logic_types.png
Bar = 20 um.
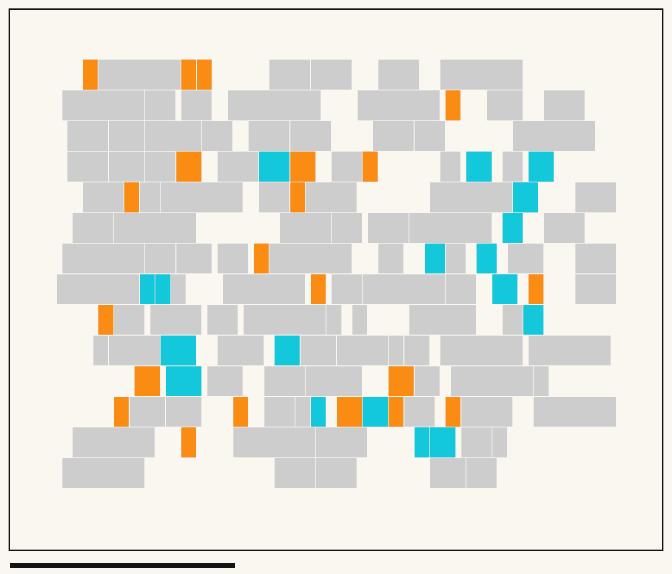
cell_density.png
The die is cut into 12 by 10 equal tiles; dark blue is low, red is high, 0 to 100% covered.
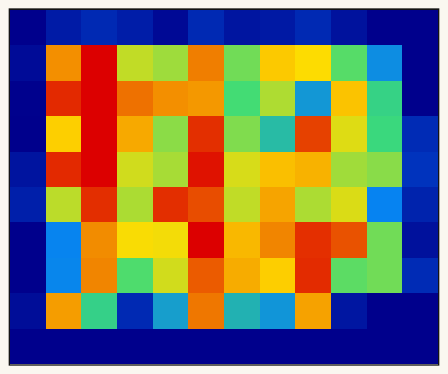
$ cat src/rtl/c17_bist_ctrl.sv
// BIST sequencer for the c17 benchmark: 5-bit LFSR stimulus, programmable settle time,
// 8-bit MISR response compaction and golden-signature compare.
module c17_bist_ctrl #(
  parameter logic [4:0]  SEED       = 5'b00001,
  parameter int unsigned PAT_CNT    = 31,
  parameter int unsigned SETTLE_CYC = 2,
  parameter logic [7:0]  SIG_INIT   = 8'h00,
  parameter logic [7:0]  GOLDEN_SIG = 8'h00
) (
  input  logic       clk,
  input  logic       rst,
  input  logic       start,
  output logic [4:0] pat_o,
  input  logic [1:0] resp_i,
  output logic       busy,
  output logic       done,
  output logic [7:0] signature,
  output logic       pass
);

  localparam int unsigned     SC_W     = $clog2(SETTLE_CYC) + 1;
  // An all-zero seed would lock the LFSR, so it is replaced by 1.
  localparam logic [4:0]      SEED_EFF = (SEED == 5'd0) ? 5'd1 : SEED;
  localparam logic [SC_W-1:0] SET_LOAD = SC_W'(SETTLE_CYC - 1);
  localparam logic [4:0]      VEC_LAST = 5'(PAT_CNT - 1);

  typedef enum logic [1:0] {
    S_IDLE,
    S_SETTLE,
    S_CAPTURE,
    S_DONE
  } state_t;

  state_t          state_q, state_d;
  logic [4:0]      pat_q, pat_d;
  logic [7:0]      sig_q, sig_d;
  logic [4:0]      vec_q, vec_d;
  logic [SC_W-1:0] set_q, set_d;

  always_comb begin
    state_d = state_q;
    pat_d   = pat_q;
    sig_d   = sig_q;
    vec_d   = vec_q;
    set_d   = set_q;
    unique case (state_q)
      S_IDLE, S_DONE: begin
        if (start) begin
          pat_d   = SEED_EFF;
          sig_d   = SIG_INIT;
          vec_d   = '0;
          set_d   = SET_LOAD;
          state_d = S_SETTLE;
        end
      end
      S_SETTLE: begin
        if (set_q == '0) state_d = S_CAPTURE;
        else             set_d   = set_q - 1'b1;
      end
      S_CAPTURE: begin
        sig_d = {sig_q[6:0], sig_q[7] ^ sig_q[5] ^ sig_q[4] ^ sig_q[3]} ^ {6'b0, resp_i};
        vec_d = vec_q + 1'b1;
        if (vec_q == VEC_LAST) begin
          state_d = S_DONE;
        end else begin
          pat_d   = {pat_q[3:0], pat_q[4] ^ pat_q[2]};
          set_d   = SET_LOAD;
          state_d = S_SETTLE;
        end
      end
      default: state_d = S_IDLE;
    endcase
  end

  always_ff @(posedge clk) begin
    if (rst) begin
      state_q <= S_IDLE;
      pat_q   <= '0;
      sig_q   <= '0;
      vec_q   <= '0;
      set_q   <= '0;
    end else begin
      state_q <= state_d;
      pat_q   <= pat_d;
      sig_q   <= sig_d;
      vec_q   <= vec_d;
      set_q   <= set_d;
    end
  end

  assign pat_o     = pat_q;
  assign signature = sig_q;
  assign busy      = (state_q == S_SETTLE) || (state_q == S_CAPTURE);
  assign done      = (state_q == S_DONE);
  assign pass      = done && (sig_q == GOLDEN_SIG);

endmodule
$ cat config.mk
export PLATFORM = sky130hd
export DESIGN_NAME = c17_bist_ctrl
export DESIGN_NICKNAME = d
export VERILOG_FILES = /design/src/rtl/c17_bist_ctrl.sv
export SDC_FILE = /design/constraint.sdc
export NUM_CORES = 1
export LEC_CHECK = 0
export CAP_MARGIN = 20
export CORE_ASPECT_RATIO = 0.8
export CORE_MARGIN = 4
export CORE_UTILIZATION = 54
export CTS_CLUSTER_SIZE = 40
export DETAILED_ROUTE_END_ITERATION = 16
export PLACE_DENSITY = 0.83
export SLEW_MARGIN = 20
export SYNTH_ARGS = -nofsm -noshare
export SYNTH_HDL_FRONTEND = slang
export SYNTH_SLANG_ARGS = --single-unit
$ cat constraint.sdc
create_clock -name clk -period 3.1 [get_ports clk]
set_input_delay 0.93 -clock clk [delete_from_list [all_inputs] [get_ports clk]]
set_output_delay 0.93 -clock clk [all_outputs]
set_load 0.02 [all_outputs]
==> impl_results.html <==
<!-- implementation run metrics -->
<table>
<tr><th>Metric</th><th>Value</th></tr>
<tr><th colspan="2">Run status</th></tr>
<tr><td>Result of the run</td><td>finished clean</td></tr>
<tr><th colspan="2">Die</th></tr>
<tr><td>Die extent in y</td><td>approximately 48 um</td></tr>
<tr><td>Starting density of the core</td><td>0.568</td></tr>
<tr><td>Chip area</td><td>2770 um^2</td></tr>
<tr><td>Number of primary I/O pins</td><td>21</td></tr>
<tr><th colspan="2">Worst setup path</th></tr>
<tr><td>Longest individual stage delay on the worst path</td><td>0.64 ns</td></tr>
<tr><td>Crit-path max FO</td><td>5</td></tr>
<tr><td>Worst Setup Path Type</td><td>reg -&gt; out</td></tr>
<tr><td>Crit path launch</td><td>signature[5]$_SDFFE_PP0P_</td></tr>
<tr><td>CP endpoint kind</td><td>output port</td></tr>
<tr><td>Critical path cell sequence</td><td>nor4_1 -&gt; nand3b_1 -&gt; nor4_1 -&gt; clkdlybuf4s50_1</td></tr>
<tr><td>Reg2Reg Setup Slack</td><td>around 1.2 ns</td></tr>
<tr><td>Data required time of the worst path</td><td>~2.2 ns</td></tr>
<tr><td>Most numerous cell on the critical path</td><td>sky130_fd_sc_hd__nor4_1</td></tr>
<tr><td>Slowest CP cell</td><td>sky130_fd_sc_hd__clkdlybuf4s50_1</td></tr>
<tr><td>Count of buffer and inverter cells on the critical path</td><td>1</td></tr>
<tr><td>Family with the most delay on the worst path</td><td>buffers and inverters</td></tr>
<tr><th colspan="2">Routing</th></tr>
<tr><td>Count of vias placed by the detailed router</td><td>854</td></tr>
<tr><td>Antenna-violating nets left</td><td>0</td></tr>
<tr><td>Routed via count divided by cell count</td><td>5.30</td></tr>
<tr><td>DRT iter0 DRCs</td><td>17</td></tr>
<tr><td>Routed wirelength normalized by instance count</td><td>12.4 um</td></tr>
<tr><td>First-pass iteration count of the detailed router</td><td>4</td></tr>
<tr><td>DRC violation count after routing</td><td>0</td></tr>
<tr><th colspan="2">Clock tree</th></tr>
<tr><td>Latest clock arrival within the worst-skew pair</td><td>0.30 ns</td></tr>
<tr><td>Htree depth</td><td>1</td></tr>
<tr><td>Number of sinks on the clock net</td><td>22</td></tr>
<tr><td>Clock tree root buffer cell</td><td>sky130_fd_sc_hd__clkbuf_4</td></tr>
<tr><td>Post-CTS Hold Fix Bufs</td><td>0</td></tr>
<tr><td>Maximum count of clock buffers along a single path</td><td>2</td></tr>
<tr><th colspan="2">Yosys</th></tr>
<tr><td>Flip-flop and latch count after synthesis</td><td>22</td></tr>
<tr><td>Post-synthesis area per instance</td><td>9.19 um^2</td></tr>
<tr><td>Dominant kind of combinational cell</td><td>simple AND/OR/NAND/NOR gates</td></tr>
<tr><td>Prevailing post-synth register cell</td><td>sky130_fd_sc_hd__dfxtp_1</td></tr>
<tr><td>AND/OR/NAND/NOR Cells, Area Fraction</td><td>0.204</td></tr>
<tr><td>Number of cells produced by synthesis</td><td>117</td></tr>
<tr><td>Share of synthesized area spent on multiplexers</td><td>0.0128</td></tr>
<tr><td>Xor and xnor fraction of the mapped netlist area</td><td>0.0780</td></tr>
<tr><td>Netlist area before placement</td><td>1070 um^2</td></tr>
<tr><td>Yosys stat chip area</td><td>1070 um^2</td></tr>
<tr><td>Post-synth seq share</td><td>0.410</td></tr>
<tr><td>Area contributors post-synth</td><td>sky130_fd_sc_hd__dfxtp_1 (41%), sky130_fd_sc_hd__ha_1 (8.1%), sky130_fd_sc_hd__a22oi_1 (6.3%)</td></tr>
<tr><td>Largest type area fraction</td><td>0.410</td></tr>
<tr><td>Proportion of register bits with asynchronous set or reset after synthesis</td><td>0</td></tr>
<tr><td>Area fraction in compound gates after synthesis</td><td>0.166</td></tr>
<tr><td>Distinct cell type count of the synthesized netlist</td><td>31</td></tr>
<tr><td>Cell type with the largest total area after synthesis</td><td>sky130_fd_sc_hd__dfxtp_1</td></tr>
<tr><td>Post-synth EDFFs</td><td>0</td></tr>
<tr><th colspan="2">GRT</th></tr>
<tr><td>Wire length of the first global-routing pass</td><td>between 3 and 4 mm</td></tr>
<tr><td>Antenna violations before repair</td><td>0</td></tr>
<tr><td>Number of global-route vias before repair</td><td>766</td></tr>
<tr><td>All-layer global routing usage</td><td>0.161</td></tr>
<tr><th colspan="2">Final timing</th></tr>
<tr><td>Total negative slack</td><td>0 ns</td></tr>
<tr><td>Max-slew headroom at the worst pin</td><td>0.492</td></tr>
<tr><td>Hold Slack</td><td>0.495 ns</td></tr>
<tr><td>Final worst path period share</td><td>0.907</td></tr>
<tr><td>Maximum clock frequency</td><td>0.356 GHz</td></tr>
<tr><td>Unrepaired setup endpoints after global routing</td><td>false</td></tr>
<tr><td>Max-slew violation count</td><td>0</td></tr>
<tr><td>Worst Clk Skew</td><td>0.000816 ns</td></tr>
<tr><td>Final worst path period need</td><td>2.81 ns</td></tr>
<tr><td>Endpoints failing hold</td><td>0</td></tr>
<tr><th colspan="2">Placement</th></tr>
<tr><td>Cell area after placement</td><td>around 1300 um^2</td></tr>
<tr><td>Global placement routability congestion</td><td>0.816</td></tr>
<tr><td># port buffers</td><td>20</td></tr>
<tr><td>Half-perimeter wire length of the detailed placement result</td><td>1.54 mm</td></tr>
<tr><td>Instance count after placement with tap cells included</td><td>157</td></tr>
<tr><th colspan="2">Cells and area</th></tr>
<tr><td>Commonest non-fill, non-tap cells in the layout</td><td>sky130_fd_sc_hd__dfxtp_1 (22), sky130_fd_sc_hd__clkdlybuf4s50_1 (20), sky130_fd_sc_hd__nor2_1 (16)</td></tr>
<tr><td>Total area of multi-input combinational cells</td><td>583 um^2</td></tr>
<tr><td>Register area</td><td>roughly 440 um^2</td></tr>
<tr><td>Finished Core Util</td><td>0.702</td></tr>
<tr><td>Fin area</td><td>1330 um^2</td></tr>
<tr><td>Number of non-filler instances in the completed layout</td><td>161</td></tr>
<tr><td>Layout net count</td><td>150</td></tr>
<tr><td>Layout filler cell count</td><td>~160</td></tr>
<tr><td>Growth of design area from synthesis to finish</td><td>23.5%</td></tr>
<tr><td>Most common cell after layout, fill and taps aside</td><td>sky130_fd_sc_hd__dfxtp_1</td></tr>
<tr><th colspan="2">Power and ir drop</th></tr>
<tr><td>Power density over the cells</td><td>between 400 and 500 nW/um^2</td></tr>
<tr><td>Overall power after layout</td><td>roughly 0.60 mW</td></tr>
<tr><th colspan="2">Hold path</th></tr>
<tr><td>Worst min-delay path startpoint</td><td>set_q[1]$_SDFFE_PP0P_</td></tr>
<tr><td>Hold Path Cell Cnt</td><td>2</td></tr>
<tr><td>Hold WC Path Type</td><td>reg -&gt; reg</td></tr>
<tr><td>End point of the most critical hold path</td><td>set_q[1]$_SDFFE_PP0P_</td></tr>
<tr><th colspan="2">Run</th></tr>
<tr><td>Tool Warnings</td><td>30</td></tr>
<tr><td>Maximum capacitance violations</td><td>0</td></tr>
</table>
-- logic_types.png (at the start) --
- nor cells: orange (cells 21)
- nand cells: cyan (cells 18)

-- cell_density.png (at the start) --
- tiles over 75% full: 32%
- densest ninth of the die: middle
- nearly empty tiles: 20%
- mean over tiles: 47%

[worst max path at each step]
stage,slack (ns),cells after the start,endpoint
floorplan,0.77,3,pass
finish,0.29,4,pass
detailed placement,0.62,4,pass
CTS,0.26,4,pass
global route,0.13,4,pass
global placement,0.65,4,pass
[flip-flops by register name (all words and copies together), names as in the netlist]
register / count
signature: 8
pat_o: 5
vec_q: 5
set_q: 2
state_q: 2
[final cells by class]
type | instances | share of cell area
clock buffers | 4 | 0.0273
well taps | 24 | 0.0226
multi-input cells | 82 | 0.439
repair buffers | 21 | 0.156
flip-flops and latches | 22 | 0.332
inverters | 8 | 0.0226
[metal layers]
metal | track usage | share of wire | vias up | wire [um]
li1 | - | - | 444 | -
met1 | 0.195 | 0.47 | 387 | 931
met2 | 0.277 | 0.47 | 21 | 929
met5 | 0 | 0 | - | 0
met4 | 0.0278 | 0.0055 | 0 | 11
met3 | 0.0674 | 0.060 | 2 | 119
[Yosys cell counts (3+ instances only)]
cell type                  count
sky130_fd_sc_hd__a21oi_1       5
sky130_fd_sc_hd__inv_1         8
sky130_fd_sc_hd__clkbuf_1      3
sky130_fd_sc_hd__a22oi_1       9
sky130_fd_sc_hd__xnor2_1       3
sky130_fd_sc_hd__ha_1          7
sky130_fd_sc_hd__nand2_1       4
sky130_fd_sc_hd__nand2b_1      6
sky130_fd_sc_hd__nand3_1       4
sky130_fd_sc_hd__nor2b_1       3
sky130_fd_sc_hd__dfxtp_1      22
sky130_fd_sc_hd__xor2_1        4
sky130_fd_sc_hd__nor2_1       16
[where the power goes]
group	switching, mW	internal [mW]
combinational	0.0791	0.0617
sequential	0.0103	0.294
clock	0.0836	0.0717
Power and IR drop assume default switching activity.
